--- config.mk ---
export PLATFORM = sky130hd
export DESIGN_NAME = fib_breathing_pwm_mc_flat
export DESIGN_NICKNAME = d
export VERILOG_FILES = /design/src/rtl/fib_breathing_pwm_mc_if.sv /design/src/rtl/fib_breathing_pwm_mc.sv /design/src/flat_wrapper.sv
export SDC_FILE = /design/constraint.sdc
export NUM_CORES = 1
export LEC_CHECK = 0
export CAP_MARGIN = 25
export CORE_AREA = 2 2 165 167
export CTS_CLUSTER_DIAMETER = 100
export DETAILED_ROUTE_END_ITERATION = 6
export DIE_AREA = 0 0 167 169
export GPL_TIMING_DRIVEN = 0
export SLEW_MARGIN = 20
export SYNTH_ARGS = -nofsm -noshare
export SYNTH_HDL_FRONTEND = slang
export SYNTH_SLANG_ARGS = --single-unit
--- constraint.sdc ---
create_clock -name clk -period 2.6 [get_ports clk]
set_input_delay 0.26 -clock clk [delete_from_list [all_inputs] [get_ports clk]]
set_output_delay 0.26 -clock clk [all_outputs]
set_load 0.02 [all_outputs]
--- src/rtl/fib_breathing_pwm_mc_if.sv ---
`default_nettype none
// ============================================================================
// Module   : fib_breathing_pwm_mc_if
// Purpose  : Bundles the control and status signals of the multi-channel
//            Fibonacci breathing PWM so one handle carries the whole bus.
// Ports    : clr       - synchronous clear of every channel
//            ch_en     - per-channel run enable
//            mode      - per-channel mode, 0 = wrap, 1 = breathe
//            pwm_out   - registered PWM outputs
//            term      - current term per channel, ch i at [i*WIDTH +: WIDTH]
//            term_done - one-cycle pulse when a channel's LOW phase ends
// Revision : 1.0 - initial release
// ============================================================================
interface fib_breathing_pwm_mc_if #(
  parameter int WIDTH  = 8,
  parameter int NUM_CH = 4
);
  logic                      clr;
  logic [NUM_CH-1:0]         ch_en;
  logic [NUM_CH-1:0]         mode;
  logic [NUM_CH-1:0]         pwm_out;
  logic [NUM_CH*WIDTH-1:0]   term;
  logic [NUM_CH-1:0]         term_done;

  modport master (
    output clr, ch_en, mode,
    input  pwm_out, term, term_done
  );

  modport slave (
    input  clr, ch_en, mode,
    output pwm_out, term, term_done
  );
endinterface
`default_nettype wire

--- src/rtl/fib_breathing_pwm_mc.sv ---
`default_nettype none
// ============================================================================
// Module   : fib_breathing_pwm_mc
// Purpose  : NUM_CH independent PWM channels whose HIGH/LOW phase lengths
//            step through the Fibonacci sequence, either wrapping back to 1
//            or breathing up to the largest in-range term and back down.
// Ports    : clk   - clock
//            rst_n - asynchronous active-low reset
//            bus   - slave modport: clr, ch_en, mode in; pwm_out, term,
//                    term_done out
// Revision : 1.0 - initial release
// ============================================================================
module fib_breathing_pwm_mc #(
  parameter int WIDTH    = 8,
  parameter int NUM_CH   = 4,
  parameter int PRESCALE = 1
) (
  input  logic                    clk,
  input  logic                    rst_n,
  fib_breathing_pwm_mc_if.slave   bus
);

  typedef enum logic {PH_LOW = 1'b0, PH_HIGH = 1'b1} phase_e;
  typedef enum logic {DIR_UP = 1'b0, DIR_DN  = 1'b1} dir_e;

  localparam int               C_PW        = (PRESCALE > 1) ? $clog2(PRESCALE) : 1;
  localparam logic [C_PW-1:0]  C_PRESC_MAX = C_PW'(PRESCALE - 1);
  localparam logic [WIDTH-1:0] C_ONE       = WIDTH'(1);

  // Shared free-running prescaler; only rst_n and clr restart it.
  logic [C_PW-1:0] presc_q;
  logic [C_PW-1:0] presc_d;
  logic            tick;

  always_comb begin
    tick    = (presc_q == C_PRESC_MAX);
    presc_d = tick ? '0 : presc_q + 1'b1;
    if (bus.clr) begin
      presc_d = '0;
    end
  end

  always_ff @(posedge clk or negedge rst_n) begin
    if (!rst_n) begin
      presc_q <= '0;
    end else begin
      presc_q <= presc_d;
    end
  end

  logic [NUM_CH-1:0]       pwm_vec;
  logic [NUM_CH-1:0]       done_vec;
  logic [NUM_CH*WIDTH-1:0] term_vec;

  generate
    for (genvar i = 0; i < NUM_CH; i++) begin : g_ch
      logic [WIDTH-1:0] a_q,   a_d;
      logic [WIDTH-1:0] b_q,   b_d;
      logic [WIDTH-1:0] cnt_q, cnt_d;
      phase_e           phase_q, phase_d;
      dir_e             dir_q,   dir_d;
      logic             first_q, first_d;
      logic             pwm_q,   pwm_d;
      logic             done_q,  done_d;
      logic [WIDTH:0]   sum;
      logic             ovf;

      always_comb begin
        a_d     = a_q;
        b_d     = b_q;
        cnt_d   = cnt_q;
        phase_d = phase_q;
        dir_d   = dir_q;
        first_d = first_q;
        done_d  = 1'b0;
        pwm_d   = 1'b0;
        // One extra bit catches the step past the largest representable term.
        sum     = {1'b0, a_q} + {1'b0, b_q};
        ovf     = sum[WIDTH];

        if (bus.clr) begin
          a_d     = '0;
          b_d     = C_ONE;
          cnt_d   = C_ONE;
          phase_d = PH_LOW;
          dir_d   = DIR_UP;
          first_d = 1'b1;
        end else if (bus.ch_en[i]) begin
          if (tick) begin
            if (cnt_q != C_ONE) begin
              cnt_d = cnt_q - 1'b1;
            end else if (phase_q == PH_HIGH) begin
              phase_d = PH_LOW;
              cnt_d   = b_q;
            end else if (first_q) begin
              // The single LOW tick out of reset does not advance the pair.
              first_d = 1'b0;
              phase_d = PH_HIGH;
              cnt_d   = b_q;
            end else begin
              done_d  = 1'b1;
              phase_d = PH_HIGH;
              if (dir_q == DIR_UP && !ovf) begin
                a_d = b_q;
                b_d = sum[WIDTH-1:0];
              end else if (dir_q == DIR_UP && !bus.mode[i]) begin
                a_d = '0;
                b_d = C_ONE;
              end else if (dir_q == DIR_DN && a_q == '0) begin
                // Bottom of the trough: (0,1) -> (1,1), climbing again.
                dir_d = DIR_UP;
                a_d   = C_ONE;
                b_d   = C_ONE;
              end else begin
                // Reverse step (a,b) -> (b-a,a); entered from the top in
                // breathe mode, and kept while descending regardless of mode.
                dir_d = DIR_DN;
                a_d   = b_q - a_q;
                b_d   = a_q;
              end
              cnt_d = b_d;
            end
          end
          pwm_d = (phase_d == PH_HIGH);
        end
      end

      always_ff @(posedge clk or negedge rst_n) begin
        if (!rst_n) begin
          a_q     <= '0;
          b_q     <= C_ONE;
          cnt_q   <= C_ONE;
          phase_q <= PH_LOW;
          dir_q   <= DIR_UP;
          first_q <= 1'b1;
          pwm_q   <= 1'b0;
          done_q  <= 1'b0;
        end else begin
          a_q     <= a_d;
          b_q     <= b_d;
          cnt_q   <= cnt_d;
          phase_q <= phase_d;
          dir_q   <= dir_d;
          first_q <= first_d;
          pwm_q   <= pwm_d;
          done_q  <= done_d;
        end
      end

      assign pwm_vec[i]                = pwm_q;
      assign done_vec[i]               = done_q;
      assign term_vec[i*WIDTH +: WIDTH] = b_q;
    end
  endgenerate

  assign bus.pwm_out   = pwm_vec;
  assign bus.term_done = done_vec;
  assign bus.term      = term_vec;

endmodule
`default_nettype wire

--- src/flat_wrapper.sv ---
// flat-port wrapper written by rule: the top's interface ports become plain ports
module fib_breathing_pwm_mc_flat 
#(
  parameter int WIDTH    = 8,
  parameter int NUM_CH   = 4,
  parameter int PRESCALE = 1
)
  (clk, rst_n, bus_clr, bus_ch_en, bus_mode, bus_pwm_out, bus_term, bus_term_done);
  fib_breathing_pwm_mc_if #(.WIDTH(WIDTH), .NUM_CH(NUM_CH)) bus_i ();
  input  logic clk;
  input  logic rst_n;
  input wire logic [$bits(bus_i.clr)-1:0] bus_clr;
  input wire logic [$bits(bus_i.ch_en)-1:0] bus_ch_en;
  input wire logic [$bits(bus_i.mode)-1:0] bus_mode;
  output wire logic [$bits(bus_i.pwm_out)-1:0] bus_pwm_out;
  output wire logic [$bits(bus_i.term)-1:0] bus_term;
  output wire logic [$bits(bus_i.term_done)-1:0] bus_term_done;
  assign bus_i.clr = bus_clr;
  assign bus_i.ch_en = bus_ch_en;
  assign bus_i.mode = bus_mode;
  assign bus_pwm_out = bus_i.pwm_out;
  assign bus_term = bus_i.term;
  assign bus_term_done = bus_i.term_done;
  fib_breathing_pwm_mc #(.WIDTH(WIDTH), .NUM_CH(NUM_CH), .PRESCALE(PRESCALE)) u_core (.clk(clk), .rst_n(rst_n), .bus(bus_i));
endmodule
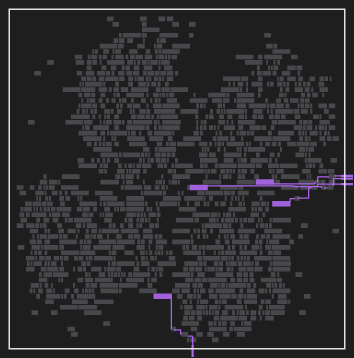
*Wires at chosen ports, followed through buffers, run 1*
Drawn at 2 px/um.
| colour | port | bits | direction | end cells | wire |
|---|---|---|---|---|---|
| purple | `bus_pwm_out` | 4 | output | 4 | 161 um |

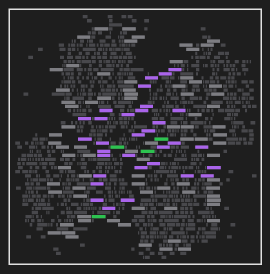
*Sequential cells coloured by netlist name, run 1*
Drawn at 1.5 px/um. Other sequential cells in the stronger grey, the rest of the logic in the fainter grey.
| colour | name in the netlist | placed flops | where |
|---|---|---|---|
| green | `u_core.g_ch.first_q` | 4 | centre |
| purple | `u_core.g_ch.cnt_q` | 32 | centre |

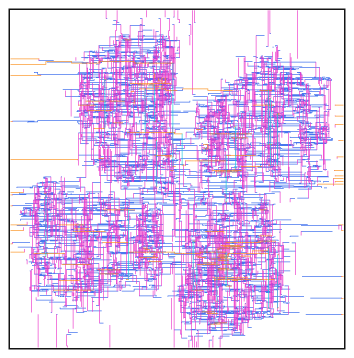
*Metal layers overlaid, run 1*
Drawn at 2 px/um.
| colour | layer | wire length |
|---|---|---|
| orange | M3 | 1040 um |
| cyan | M4 | 486 um |
| blue | M1 | 12700 um |
| magenta | M2 | 12700 um |

==> results.yml, run 1 <==
# generated from flow reports
status:
  status: "complete, no violations"
global_routing:
  track_usage_pct: 19.10
  use_met3_pct: 3.297
  gr-usage-met2_pct: 31.10
  overflow: 0
  grt_pass1_wl_um: 44070
  grt_max_degree: 77
  first_global_vias: 8477
  use_met1_pct: 25.88
  grt-busiest-layer: "met2"
  antenna_found_initial: 0
sta:
  tightest_slew_ps: 771.3
  setup_viol: 0
  fin_crit_ps: 2596
  drv_slew: 0
  post-route-period-util_pct: 99.83
  slew_headroom_pct: 48.58
  rsz0062_at_grt: "yes"
  fin_hold_ws_ps: 311.9
  skew_ps: 11.45
drt:
  firstDrtPassIters: 5
  wirelength_met1_um: 12690
  wl_um: 26930
  route.detailed.drc: 0
  ant_nets: 0
  vias_per_cell: 5.514
  wl_met3_um: 1036
  vias: 8597
  met2WireLength_um: 12720
synthesis:
  top_cell: "dfrtp_1"
  yosys.stat.seqShare_pct: 31.81
  edf_count: 0
  yosysWarnings: 0
  postSynthCellCount: 1075
  ys.flops: 116
  ys.flop_type: "dfrtp_1"
  ys_chip_area_um2: 9171
  synth-async-reset-ratio_pct: 100.0
  synth.distinct_cells: 93
  synthesis.nets: 1162
  ys_cells: 1075
  top_cells_by_area: "dfrtp_1 (28%), ha_1 (9.3%), o21ai_0 (4.1%), nor2_1 (4.1%), dfstp_2 (3.4%)"
  netlist_top_cells_count: "dfrtp_1 (104), nor2_1 (99), inv_1 (84), nand2_1 (84), o21ai_0 (75)"
cts:
  htree_levels: 4
  cts_resized: 64
  clockRootBuffer: "clkbuf_16"
  cts_buffer_depth: 2
  numCtsBuffers: 17
  cts_tree: "yes"
  cts_setup_buffers: 34
  clock_sinks: 116
  clkLatencyLatePin_ps: 430
cells_and_area:
  area_growth_pct: 28.44
  diodes: 0
  fin_nets: 1293
  final_common_cell: "nor2_1"
  layout-drive-gt1-share_pct: 21.59
  largestRegisters: "u_core.g_ch.a_q (32), u_core.g_ch.b_q (32), u_core.g_ch.cnt_q (32)"
  fin_cells: 1559
  fin_area_um2: 11780
floorplanning:
  floorplan.core_util_pct: 34.61
  dieArea_um2: 28220
  die_h_um: 169
  boundaryPins: 51
  core-area_um2: 26500
  fp.dieW_um: 167
placement:
  dp_hpwl_um: 18550
  portBuffers: 48
  pre_cts_ws_ps: -429.6
  gp_congestion: 0.8917
  placed_area_um2: 10140
worst_setup_path:
  cp-end-kind: "flip-flop"
  cp.required_ps: 2940
  ff2ff_path_depth: 10
  critPathLaunchType: "flip-flop"
  r2r_slack_ps: 4
  path_class: "reg2reg"
  cp_max_fo: 7
power_and_ir_drop:
  total_power_w: 0.009047
  power_per_cell_area_nw_per_um2: 768.0
  ir_drop_mv: 0.4786
run:
  max_cap_viol_count: 0
  warning_count: 61
## run 1: report_power, final
part	internal [W]	total [W]	leakage, nW	switching, W
Clock	0.00143	0.00228	0.277	0.000845
Sequential	0.00215	0.00250	1.55	0.000352
Combinational	0.00183	0.00427	3.16	0.00244
## run 1: cell type report
class                      instances  area, um^2  share of cell area, %
timing repair buffer             118        1054                  8.943
clock buffer                      27       513.0                  4.355
sequential                       116        2934                  24.91
tap                              341       426.7                  3.622
clock inverter                     4       45.04                 0.3824
multi-input combinational        818        6163                  52.32
buffer                            50       316.6                  2.687
inverter                          85       327.8                  2.783
## run 1: path summary, 6_finish.rpt
path,startpoint,to
worst max-delay path,u_core.g_ch[3].b_q[0],u_core.g_ch[3].cnt_q[1]
worst min-delay path,rst_n,u_core.g_ch[3].a_q[1]
worst max register to register,u_core.g_ch[3].b_q[0],u_core.g_ch[3].cnt_q[1]
worst min register to register,u_core.g_ch[3].first_q,u_core.g_ch[3].first_q
max in group asynchronous,rst_n,u_core.g_ch[2].b_q[0]
min in group clk,bus_ch_en[2],u_core.g_ch[2].cnt_q[5]
## run 1: critical path, stage by stage, from the launching register on
cell	delay, ps
dfstp_2	550
ha_4	140
inv_2	40
fa_2	370
nor3_4	230
o31ai_4	100
o211ai_4	340
buf_6	170
mux2i_4	230
mux2i_1	120
o221ai_1	190
## run 1: kinds of logic (layout without fill, tap and decap cells)
kind of cell / count (synthesis) / in the layout / share of synthesized area, %
AND/OR/NAND/NOR: 366 / 366 / 20.60
AND-OR/OR-AND: 310 / 310 / 23.07
buffers and inverters: 141 / 284 / 6.780
flip-flops: 116 / 116 / 31.81
adder cells (fa/ha/maj): 76 / 76 / 11.02
XOR/XNOR: 43 / 43 / 4.106
multiplexers: 23 / 23 / 2.606
==> inputs of run 2 (changes only) <==
- SETUP_SLACK_MARGIN: unset -> 0.2
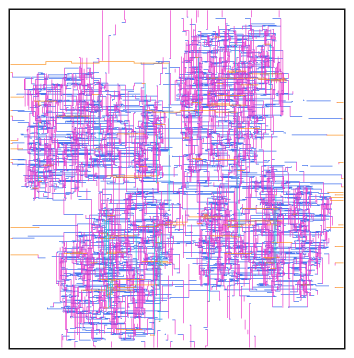
*Metal layers overlaid, run 2*
Drawn at 2 px/um.
| colour | layer | wire length |
|---|---|---|
| blue | M1 | 12600 um |
| cyan | M4 | 692 um |
| orange | M3 | 931 um |
| magenta | M2 | 13300 um |

==> results.yml, run 2 <==
# generated from flow reports
status:
  status: "complete, no violations"
worst_setup_path:
  cpMostUsedCell: "buf_6"
  crit_path_max_incr_delay_ps: 570
  cp-end-kind: "flip-flop"
  ff2ff_path_depth: 11
  r2r_slack_ps: 2
  timing.rr.end: "u_core.g_ch[0].cnt_q[0]"
  crit_start: "u_core.g_ch[0].b_q[0]"
sta:
  slew_headroom_pct: 46.46
  fin_hold_ws_ps: 347.9
  fin_crit_ps: 2598
  setup_viol: 0
  post-route-period-util_pct: 99.93
  rsz0062_at_grt: "yes"
  drv_slew: 0
  skew_ps: 8.602
  tightest_slew_ps: 803.0
drt:
  firstDrtPassIters: 5
  ant_nets: 0
  wl_um: 27580
  route.detailed.drc: 0
  vias: 8768
synthesis:
  yosys.stat.seqShare_pct: 31.81
  synth.cellmix.simpleShare_pct: 20.60
  yosysWarnings: 0
  top_cell: "dfrtp_1"
  ys.flops: 116
  yosys.area_share.aoi_pct: 23.07
  top_cells_by_area: "dfrtp_1 (28%), ha_1 (9.3%), o21ai_0 (4.1%), nor2_1 (4.1%), dfstp_2 (3.4%)"
  synth.distinct_cells: 93
  postSynthCellCount: 1075
  ys_chip_area_um2: 9171
  edf_count: 0
  synthesis.nets: 1162
  ys.flop_type: "dfrtp_1"
  netlist_top_cells_count: "dfrtp_1 (104), nor2_1 (99), inv_1 (84), nand2_1 (84), o21ai_0 (75)"
  xor_share_pct: 4.106
  logic_family: "AND-OR/OR-AND gates"
  synth_adder_area_share_pct: 11.02
global_routing:
  grt_pass1_wl_um: 43650
  antenna_found_initial: 0
  track_usage_pct: 19.00
cells_and_area:
  largestRegisters: "u_core.g_ch.a_q (32), u_core.g_ch.b_q (32), u_core.g_ch.cnt_q (32)"
  area_growth_pct: 36.90
  fin_nets: 1322
  layout-drive-gt1-share_pct: 30.61
  final_common_cell: "nor2_1"
  fin_cells: 1589
  diodes: 0
  fin_area_um2: 12560
power_and_ir_drop:
  power_per_cell_area_nw_per_um2: 727.5
  total_power_w: 0.009134
  ir_drop_mv: 0.4104
cts:
  clkLatencyLatePin_ps: 430
  cts_tree: "yes"
  htree_levels: 4
  clockRootBuffer: "clkbuf_16"
  clock_sinks: 116
  numCtsBuffers: 17
floorplanning:
  floorplan.core_util_pct: 34.61
  boundaryPins: 51
  die_h_um: 169
  dieArea_um2: 28220
run:
  warning_count: 61
placement:
  pre_cts_ws_ps: -221.4
  gp_congestion: 0.8993
  placed_area_um2: 10270
  portBuffers: 48
  dp_hpwl_um: 18570
-- run 2: cell counts after synthesis --
No cell type changed its count.
-- run 2: final cells by class --
cell class	instances	area (um^2)	area share, %
clock inverter	10	108.9	0.8670
clock buffer	22	454.2	3.617
timing repair buffer	140	1344	10.70
tap	341	426.7	3.398
sequential	116	2943	23.44
buffer	56	376.6	2.999
multi-input combinational	819	6574	52.36
inverter	85	329.1	2.621
-- run 2: how the worst min path moves through the flow --
stage | end | slack, ps | cells after the start
floorplan | u_core.g_ch[0].a_q[0] | -40 | 0
global placement | u_core.g_ch[1].first_q | 470 | 2
detailed placement | u_core.g_ch[1].a_q[4] | 260 | 1
CTS | u_core.g_ch[2].cnt_q[5] | 350 | 2
global route | u_core.g_ch[1].a_q[4] | 410 | 2
finish | u_core.g_ch[1].a_q[4] | 350 | 2
-- run 2: worst max-delay path: cells and delay by family (launching register included) --
kind	cells	cell delay (ps)
mux	1	320
flops	1	570
simple gates	2	270
buf+inv	3	250
fa+ha+maj	2	520
compound gates	3	570
-- run 2: cells by family after synthesis --
kind of cell | Yosys count
simple gates | 366
compound gates | 310
buf+inv | 141
flops | 116
fa+ha+maj | 76
xor+xnor | 43
mux | 23
-- run 2: timing repair --
action	CTS	global route
endpoints found under the setup margin	100	102
hold buffers	1	0
gates cloned	5	0
resized	138	132
pin swaps	59	72
endpoints found under the hold margin	50	0
setup buffers	62	23
-- run 2: per-layer routing --
metal	track usage (%)	share of wire, %	vias up
li1	-	-	4222
met1	25.66	46	4279
met2	30.94	48	216
met3	2.806	3.4	51
met4	7.046	2.5	0
met5	0	0	-
-- run 2: report_power, final --
group	internal [W]	leakage, nW	total, W	switching (W)
clock	0.00142	0.274	0.00230	0.000870
combinational	0.00186	3.45	0.00435	0.00249
sequential	0.00215	1.53	0.00249	0.000343
==> inputs of run 3 (changes only) <==
- ABC_AREA: unset -> 1
- CORE_AREA: 2 2 165 167 -> 2 2 158 160
- DIE_AREA: 0 0 167 169 -> 0 0 160 162
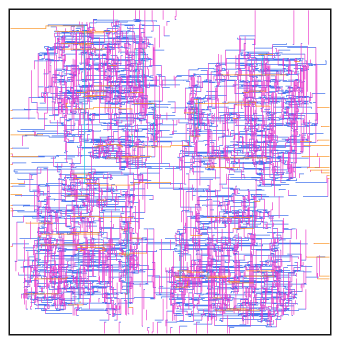
*Metal layers overlaid, run 3*
Drawn at 2 px/um.
| colour | layer | wire length |
|---|---|---|
| orange | M3 | 1100 um |
| magenta | M2 | 12600 um |
| blue | M1 | 13000 um |
| cyan | M4 | 339 um |

==> results.yml, run 3 <==
# generated from flow reports
cells_and_area:
  layout-drive-gt1-share_pct: 14.75
  diodes: 0
  seq_area_um2: 2918
  area_growth_pct: 20.84
  largestRegisters: "u_core.g_ch.a_q (32), u_core.g_ch.b_q (32), u_core.g_ch.cnt_q (32)"
  final_common_cell: "nand2_1"
drt:
  wl_um: 27030
  firstDrtPassIters: 5
  ant_nets: 0
  vias: 9262
synthesis:
  mux_area_share_pct: 0
  ys_chip_area_um2: 9533
  yosys.area_share.aoi_pct: 16.13
  xor_share_pct: 2.021
  top_cell: "nand2_1"
  synth-async-reset-ratio_pct: 100.0
  ys_cells: 1365
  synth.distinct_cells: 51
  synth_adder_area_share_pct: 10.61
  logic_family: "simple AND/OR/NAND/NOR gates"
  synth.cellmix.simpleShare_pct: 29.19
  netlist_top_cells_count: "nand2_1 (346), inv_1 (203), dfrtp_1 (104), nor2_1 (99), o21ai_0 (98)"
placement:
  gp_congestion: 0.8704
  pre_cts_ws_ps: 49.91
floorplanning:
  dieArea_um2: 25920
  core-area_um2: 24110
  floorplan.core_util_pct: 39.55
worst_setup_path:
  cp.required_ps: 2960
  r2r_slack_ps: 250
  worstSetupEndpoint: "u_core.g_ch[0].b_q[2]"
  ff2ff_path_depth: 14
  critical_path_buf_inv_count: 4
  critPathLaunchType: "flip-flop"
  critPathSlowestCell: "dfstp_2"
run:
  max_cap_viol_count: 0
global_routing:
  grt_max_degree: 67
  grt_pass1_wl_um: 43800
cts:
  cts_hold_buffers: 1
  cts_resized: 16
sta:
  slew_headroom_pct: 51.99
  fin_hold_ws_ps: 234.1
status:
  status: "complete, no violations"
## run 3: cell count changes after synthesis, moves of 16 or more
cell      before  now
a21oi_1       53   74
a22oi_1       22    2
clkbuf_1      25    2
inv_1         84  203
inv_2          1   20
mux2i_1       19    0
nand2_1       84  346
nand3_1       29   93
nand4_1        9   25
nor3_1        35   12
o21ai_0       75   98
o21ai_1        1   22
xnor2_1       35    4
## run 3: per-stage QoR
step / instance area, um^2 / power (W)
after detailed placement: 10460 / 0.007945
final: 11520 / 0.01057
after floorplan: 9533 / 0.006498
after CTS: 11170 / 0.01043
after global routing: 11520 / 0.01148
after global placement: 10430 / 0.007867
## run 3: metal layers
layer / GRT usage (%) / vias to the layer above / wire length (um)
met5: 0 / - / 0
met4: 6.061 / 0 / 338
met3: 3.652 / 34 / 1104
met2: 33.92 / 214 / 12580
met1: 28.31 / 4374 / 13000
li1: - / 4640 / -
## run 3: worst min-delay path by stage
stage / slack (ps) / to / depth (start not counted)
floorplan: -40 / u_core.g_ch[0].a_q[0] / 0
global placement: 460 / u_core.g_ch[0].first_q / 2
detailed placement: 210 / u_core.g_ch[3].a_q[5] / 1
CTS: 220 / u_core.g_ch[3].cnt_q[3] / 4
global route: 250 / u_core.g_ch[3].cnt_q[3] / 4
finish: 230 / u_core.g_ch[3].cnt_q[3] / 4
## run 3: final cells by class
type                    instances  share of cell area [%]
clock buffers                  19                   3.845
multi-input cells             991                   49.96
plain buffers                  36                   2.259
well taps                     324                   3.519
clock inverters                13                   1.173
flip-flops and latches        116                   25.33
repair buffers                 78                   6.528
inverters                     225                   7.386
## run 3: power by group
part / internal, W / leakage [nW] / switching [W]
logic: 0.00197 / 4.05 / 0.00347
clock network: 0.00143 / 0.271 / 0.000922
registers: 0.00229 / 1.56 / 0.000493
Power is estimated from default activity; no workload was simulated.
